===== src/rtl/inst_fetch.sv =====
// rtl/inst_fetch.sv - RV32I instruction fetch unit with in-order response buffer
package inst_fetch_pkg;
    typedef enum logic {PC_4 = 1'b0, PC_ALU = 1'b1} PCSel_e;
endpackage

module inst_fetch
    import inst_fetch_pkg::*;
#(
    parameter logic [31:0] RESET_PC = 32'h0000_0000,
    parameter int unsigned DEPTH    = 4
) (
    input  logic        i_clk,
    input  logic        i_rst_n,
    output logic        o_imem_req,
    output logic [31:0] o_imem_addr,
    input  logic        i_imem_gnt,
    input  logic        i_imem_rvalid,
    input  logic [31:0] i_imem_rdata,
    output logic        o_inst_vld,
    output logic [31:0] o_inst,
    output logic [31:0] o_pc,
    input  logic        i_inst_rdy,
    input  PCSel_e      i_pc_sel,
    input  logic [31:0] i_alu_res,
    output logic        o_misalign
);
    localparam int unsigned AW = $clog2(DEPTH);

    localparam logic [AW-1:0] PTR_ONE = AW'(1);
    localparam logic [AW:0]   CNT_ONE = (AW+1)'(1);
    localparam logic [AW+1:0] DEPTH_C = (AW+2)'(DEPTH);

    typedef enum logic {FETCH = 1'b0, DRAIN = 1'b1} state_e;

    state_e          state_q;
    logic [31:0]     fetch_pc_q, fetch_pc_d;
    logic [31:0]     pc_mem_q   [DEPTH];
    logic [31:0]     inst_mem_q [DEPTH];
    logic [DEPTH-1:0] filled_q;
    logic [AW-1:0]   wr_ptr_q, rd_ptr_q, fill_ptr_q;
    logic [AW:0]     count_q, pend_q, drop_cnt_q, drop_cnt_d;
    logic            run_q, misalign_q;

    logic            pop, redirect, gnt_fire, fill;
    logic [AW+1:0]   occ_after_pop, outstanding_nxt;
    logic [AW:0]     count_d, pend_d;

    assign o_inst_vld  = (count_q != '0) && filled_q[rd_ptr_q];
    assign o_inst      = inst_mem_q[rd_ptr_q];
    assign o_pc        = pc_mem_q[rd_ptr_q];
    assign o_imem_addr = fetch_pc_q;
    assign o_misalign  = misalign_q;

    assign pop      = o_inst_vld && i_inst_rdy;
    assign redirect = pop && (i_pc_sel == PC_ALU);

    // Responses still owed to a flushed stream occupy memory-side capacity,
    // so they count against DEPTH alongside the allocated slots.
    assign occ_after_pop = {1'b0, count_q} + {1'b0, drop_cnt_q}
                         - {{(AW+1){1'b0}}, pop};
    assign o_imem_req    = run_q && (occ_after_pop < DEPTH_C);
    assign gnt_fire      = o_imem_req && i_imem_gnt;

    assign fill = i_imem_rvalid && (drop_cnt_q == '0) && !redirect;

    assign outstanding_nxt = {1'b0, drop_cnt_q} + {1'b0, pend_q}
                           + {{(AW+1){1'b0}}, gnt_fire}
                           - {{(AW+1){1'b0}}, i_imem_rvalid};

    assign count_d = count_q + {{AW{1'b0}}, gnt_fire} - {{AW{1'b0}}, pop};
    assign pend_d  = pend_q  + {{AW{1'b0}}, gnt_fire} - {{AW{1'b0}}, fill};

    always_comb begin
        drop_cnt_d = drop_cnt_q;
        if (redirect) begin
            drop_cnt_d = outstanding_nxt[AW:0];
        end else if (i_imem_rvalid && (drop_cnt_q != '0)) begin
            drop_cnt_d = drop_cnt_q - CNT_ONE;
        end
    end

    always_comb begin
        fetch_pc_d = fetch_pc_q;
        if (redirect) begin
            fetch_pc_d = {i_alu_res[31:2], 2'b00};
        end else if (gnt_fire) begin
            fetch_pc_d = fetch_pc_q + 32'd4;
        end
    end

    always_ff @(posedge i_clk or negedge i_rst_n) begin
        if (!i_rst_n) begin
            state_q    <= FETCH;
            drop_cnt_q <= '0;
            misalign_q <= 1'b0;
            run_q      <= 1'b0;
        end else begin
            run_q      <= 1'b1;
            drop_cnt_q <= drop_cnt_d;
            misalign_q <= redirect && (i_alu_res[1:0] != 2'b00);
            case (state_q)
                FETCH:   if (redirect && (drop_cnt_d != '0)) state_q <= DRAIN;
                DRAIN:   if (drop_cnt_d == '0) state_q <= FETCH;
                default: state_q <= FETCH;
            endcase
        end
    end

    always_ff @(posedge i_clk or negedge i_rst_n) begin
        if (!i_rst_n) begin
            fetch_pc_q <= RESET_PC;
            wr_ptr_q   <= '0;
            rd_ptr_q   <= '0;
            fill_ptr_q <= '0;
            count_q    <= '0;
            pend_q     <= '0;
            filled_q   <= '0;
            for (int i = 0; i < int'(DEPTH); i++) begin
                pc_mem_q[i]   <= '0;
                inst_mem_q[i] <= '0;
            end
        end else begin
            fetch_pc_q <= fetch_pc_d;
            if (redirect) begin
                // A grant in the redirect cycle belongs to the old stream and is dropped too.
                wr_ptr_q   <= '0;
                rd_ptr_q   <= '0;
                fill_ptr_q <= '0;
                count_q    <= '0;
                pend_q     <= '0;
                filled_q   <= '0;
            end else begin
                if (gnt_fire) begin
                    pc_mem_q[wr_ptr_q] <= fetch_pc_q;
                    filled_q[wr_ptr_q] <= 1'b0;
                    wr_ptr_q           <= wr_ptr_q + PTR_ONE;
                end
                if (fill) begin
                    inst_mem_q[fill_ptr_q] <= i_imem_rdata;
                    filled_q[fill_ptr_q]   <= 1'b1;
                    fill_ptr_q             <= fill_ptr_q + PTR_ONE;
                end
                if (pop) begin
                    rd_ptr_q <= rd_ptr_q + PTR_ONE;
                end
                count_q <= count_d;
                pend_q  <= pend_d;
            end
        end
    end
endmodule


===== config.mk =====
export PLATFORM = sky130hd
export DESIGN_NAME = inst_fetch
export DESIGN_NICKNAME = d
export VERILOG_FILES = /design/src/rtl/inst_fetch.sv
export SDC_FILE = /design/constraint.sdc
export NUM_CORES = 1
export LEC_CHECK = 0
export CAP_MARGIN = 20
export CORE_ASPECT_RATIO = 1.5
export CORE_UTILIZATION = 42
export DETAILED_ROUTE_END_ITERATION = 7
export GPL_ROUTABILITY_DRIVEN = 0
export PLACE_DENSITY = 0.74
export SYNTH_ARGS = -nofsm -noshare
export SYNTH_HDL_FRONTEND = slang
export SYNTH_SLANG_ARGS = --single-unit
export TNS_END_PERCENT = 30

===== constraint.sdc =====
create_clock -name i_clk -period 3.7 [get_ports i_clk]
set_clock_uncertainty 0.15 [all_clocks]
set_input_delay 0.74 -clock i_clk [delete_from_list [all_inputs] [get_ports i_clk]]
set_output_delay 0.74 -clock i_clk [all_outputs]
set_load 0.1 [all_outputs]

==> out/metrics.yaml, run 1 <==
outcome:
  status: "finished with violations"
  violations: "setup timing"
die:
  core_um2: 32700
global_route:
  first_global_vias: 9016
  overflow: 0
  grt_pass1_wl_um: 49300
  use_met3_pct: 2.91
  antenna_found_initial: 2
clocking:
  cts_sinks: 299
min_path:
  worstHoldPathCells: 1
routing:
  dr_wl_met2_um: 16500
  drtAntennaViolNets: 0
placed_design:
  placedCellCount: 1501
  place_area_um2: 16100
final_timing:
  finalSetupTns_ns: -0.102
  finalSetupViolations: 1
  setup_ws_ns: -0.102
logic_synthesis:
  synth_top_cell_by_area: "dfrtp_1"
  synthArstFlopShare_pct: 100
critical_path:
  crit_path_end_kind: "primary output"
final_layout:
  layout_top_cells: "297 x dfrtp_1, 195 x mux2_2, 110 x buf_4"
  final_cell_area_um2: 17300
run 1: state kept, by name, summed over array words and instances, names as in the netlist:
signal	flops
o_imem_addr	30
rd_ptr_q	2
o_misalign	1
run_q	1
wr_ptr_q	2
filled_q	4
pend_q	3
count_q	3
fill_ptr_q	2
drop_cnt_q	3
pc_mem_q	120
inst_mem_q	128
run 1: critical path: stages, from the launching register on:
cell and delay [ns]:
dfrtp_4 0.42, mux4_2 0.56, o311a_4 0.16, ha_4 0.16
inv_2 0.05, ha_4 0.19, and3b_2 0.21, nor4_2 0.21
o21a_1 0.20, buf_12 0.18
run 1: final cells by class:
| class | instances | area (um^2) | share of cell area, % |
|---|---|---|---|
| Clock buffer | 40 | 880 | 5.08 |
| Sequential cell | 299 | 7490 | 43.2 |
| Inverter | 27 | 111 | 0.643 |
| Tap cell | 415 | 519 | 3.00 |
| Multi-Input combinational cell | 564 | 6180 | 35.7 |
| Antenna cell | 1 | 2.50 | 0.0144 |
| Clock inverter | 18 | 243 | 1.40 |
| Timing Repair Buffer | 199 | 1900 | 10.9 |
run 1: cells by family (layout without fill, tap and decap cells):
family | Yosys count | in the layout | synth area share (%)
compound gates | 74 | 74 | 3.37
mux | 318 | 318 | 30.7
fa+ha+maj | 26 | 26 | 2.54
flops | 299 | 299 | 53.5
xor+xnor | 34 | 34 | 2.13
simple gates | 107 | 107 | 4.34
buf+inv | 99 | 284 | 3.46
other cells | 2 | 6 | 0.0537
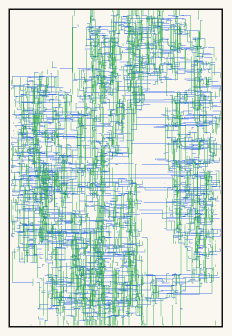
Run 1: wiring by layer
Two of the layers only.
met2: drawn in green, wire length 16500 um. met1: drawn in blue, wire length 12400 um.
routed vias: 8450
final wirelength: 31300 um
overall global routing resource usage: 18.9%

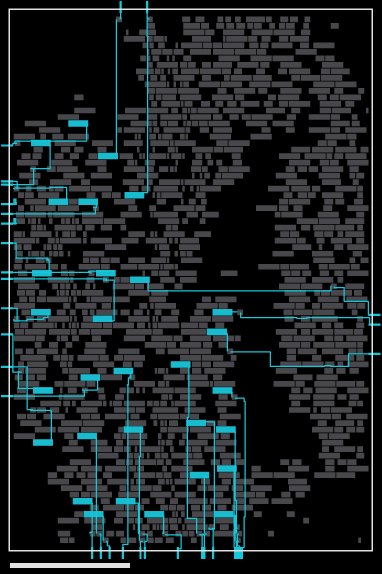
Run 1: port wiring
Bar = 50 um.
o_pc: drawn in cyan, bits 32, direction output, edge 14 bottom, 13 left, 3 right, 2 top, end cells 32, buffers 30, wire 1450 um.
IO buf count: 164
io pins: 169

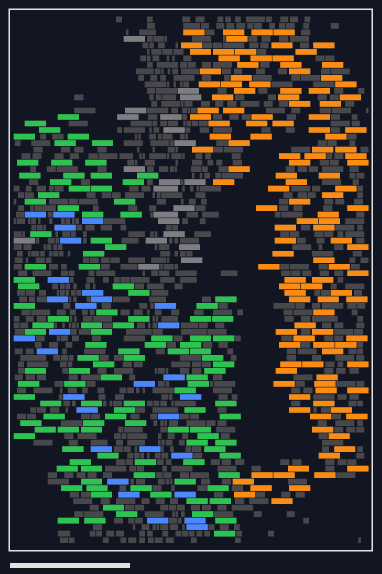
Run 1: register map, names as in the netlist
Bar = 50 um. Other sequential cells in the stronger gray, the rest of the logic in the fainter gray.
o_imem_addr: drawn in blue, flops 30. inst_mem_q: drawn in orange, flops 128. pc_mem_q: drawn in green, flops 120.
Register Area: 7490 um^2
flop share of the area: 43.2%
fin util: 52.9%

Run 1, zoomed window:
Window x 18 to 58, y 149 to 189 um. Cells in gray, sequential cells in the stronger gray; small squares are vias.
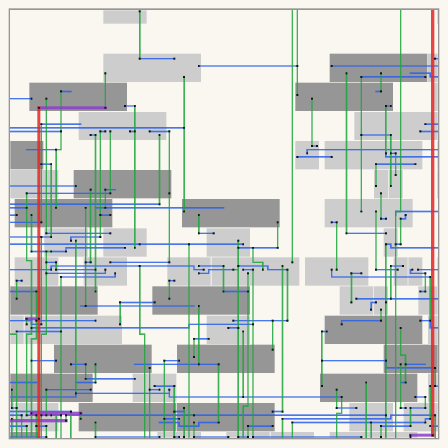

--- run 2 (diff from run 1) ---
--- a/config.mk
+++ b/config.mk
@@ -5,12 +5,11 @@
 export SDC_FILE = /design/constraint.sdc
 export NUM_CORES = 1
 export LEC_CHECK = 0
-export CAP_MARGIN = 20
 export CORE_ASPECT_RATIO = 1.5
-export CORE_UTILIZATION = 42
+export CORE_UTILIZATION = 51
 export DETAILED_ROUTE_END_ITERATION = 7
 export GPL_ROUTABILITY_DRIVEN = 0
-export PLACE_DENSITY = 0.74
+export PLACE_DENSITY = 0.86
 export SYNTH_ARGS = -nofsm -noshare
 export SYNTH_HDL_FRONTEND = slang
 export SYNTH_SLANG_ARGS = --single-unit
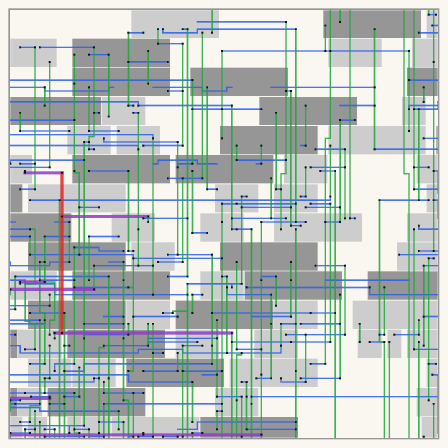
Run 2: zoomed window
Window x 14 to 54, y 134 to 174 um. Cells in gray, sequential cells in the stronger gray; small squares are vias.
met4: drawn in red. met1: drawn in blue. met3: drawn in purple. met2: drawn in green.
Netlist names of flops here include pc_mem_q (18). Sequential cells in the window: 21. 67 logic cells have their middle in the window. Most frequent: dfrtp_1 (21), mux2_1 (10), mux2_2 (9).

==> run 2 against run 1 <==
Effect of this change:
- the run still ends with setup timing left
- final cell count down 5.7%
- worst hold slack got worse by 0.29 ns
- via count rose by 1.9%
- final area fell by 2.4%
- clock-buffer cell count rose by 5
- first-iteration DRC count increased by 21%
- critical path type unchanged
- flip-flop count is the same
- utilization grew 10 points
==> out/metrics.yaml, run 2 <==
final_timing:
  setup_ws_ns: -0.158  # -0.0560 ns
  finalSetupViolations: 1  # unchanged
final_layout:
  regMostFlops: "inst_mem_q"
  antenna_cells: 0  # -1
  layout_top_cells: "297 x dfrtp_1, 195 x mux2_2, 111 x buf_4"
  largest_reg_flops: 128  # unchanged
  final_cell_area_um2: 16900  # -2.4%
global_route:
  first_global_vias: 9274  # +2.9%
  grt_pass1_wl_um: 48600  # -1.4%
  overflow: 0  # unchanged
  antenna_found_initial: 0  # -2
die:
  io_pins: 169  # unchanged
  core_um2: 26800  # -18%
routing:
  drtAntennaViolNets: 0  # unchanged
  num_vias: 8607  # +1.9%
  wirelength_um: 30100  # -3.6%
critical_path:
  crit_path_end_kind: "primary output"
  cp_cell_sequence: "mux4_2 > o311a_4 > ha_4 > inv_2 > ha_4 > and3b_2 > nor4_4 > o21a_1 > buf_12"
  crit_top_cell: "ha_4"
  slowest_delay_ns: 0.58  # +0.02 ns
outcome:
  violations: "setup timing"
  status: "finished with violations"
logic_synthesis:
  synthArstFlopShare_pct: 100  # unchanged
placed_design:
  io_buffers: 164  # unchanged
  place_area_um2: 16000  # -0.93%
clocking:
  cts_sinks: 299  # unchanged
run 2: cell counts after synthesis:
No cell type changed its count.
run 2: critical path: cells and delay by family (launching register included):
| family | cells | cell delay, ns |
|---|---|---|
| compound gates | 2 | 0.39 |
| fa+ha+maj | 2 | 0.36 |
| buf+inv | 2 | 0.24 |
| flops | 1 | 0.41 |
| mux | 1 | 0.58 |
| simple gates | 2 | 0.45 |
run 2: cell families after synthesis:
| kind of cell | synth area share [%] |
|---|---|
| AOI/OAI and AO/OA | 3.37 |
| xor gates and xnor gates | 2.13 |
| adders and majority gates | 2.54 |
| and+or+nand+nor | 4.34 |
| other | 0.0537 |
| buffers and inverters | 3.46 |
| muxes | 30.7 |
| DFF | 53.5 |
run 2: path summary, 6_finish.rpt:
path                                   to  cells past startpoint   startpoint
setup / recovery               o_imem_req                      9  rd_ptr_q[0]
max in group asynchronous  inst_mem_q[52]                      2      i_rst_n
hold / removal               pc_mem_q[78]                      1      i_rst_n
min in group i_clk            filled_q[1]                      1  filled_q[1]
setup reg to reg                pend_q[2]                     17  rd_ptr_q[0]
hold reg to reg               filled_q[1]                      1  filled_q[1]
run 2: per-stage QoR:
| step | setup TNS (ns) | utilization (%) |
|---|---|---|
| final | -0.158 | 63.1 |
| after global routing | -0.435 | 63.1 |
| after CTS | -0.182 | 63.0 |
| after detailed placement | -0.896 | 59.7 |
| after global placement | -0.402 | 59.7 |
| after floorplan | 0 | - |
run 2: area by class of cell:
| class | count | area [um^2] | share of cell area (%) |
|---|---|---|---|
| inverter | 27 | 109 | 0.644 |
| tap | 337 | 422 | 2.50 |
| multi-input combinational | 564 | 6190 | 36.6 |
| timing repair buffer | 195 | 1810 | 10.7 |
| clock buffer | 45 | 836 | 4.95 |
| clock inverter | 7 | 38.8 | 0.230 |
| sequential | 299 | 7490 | 44.3 |
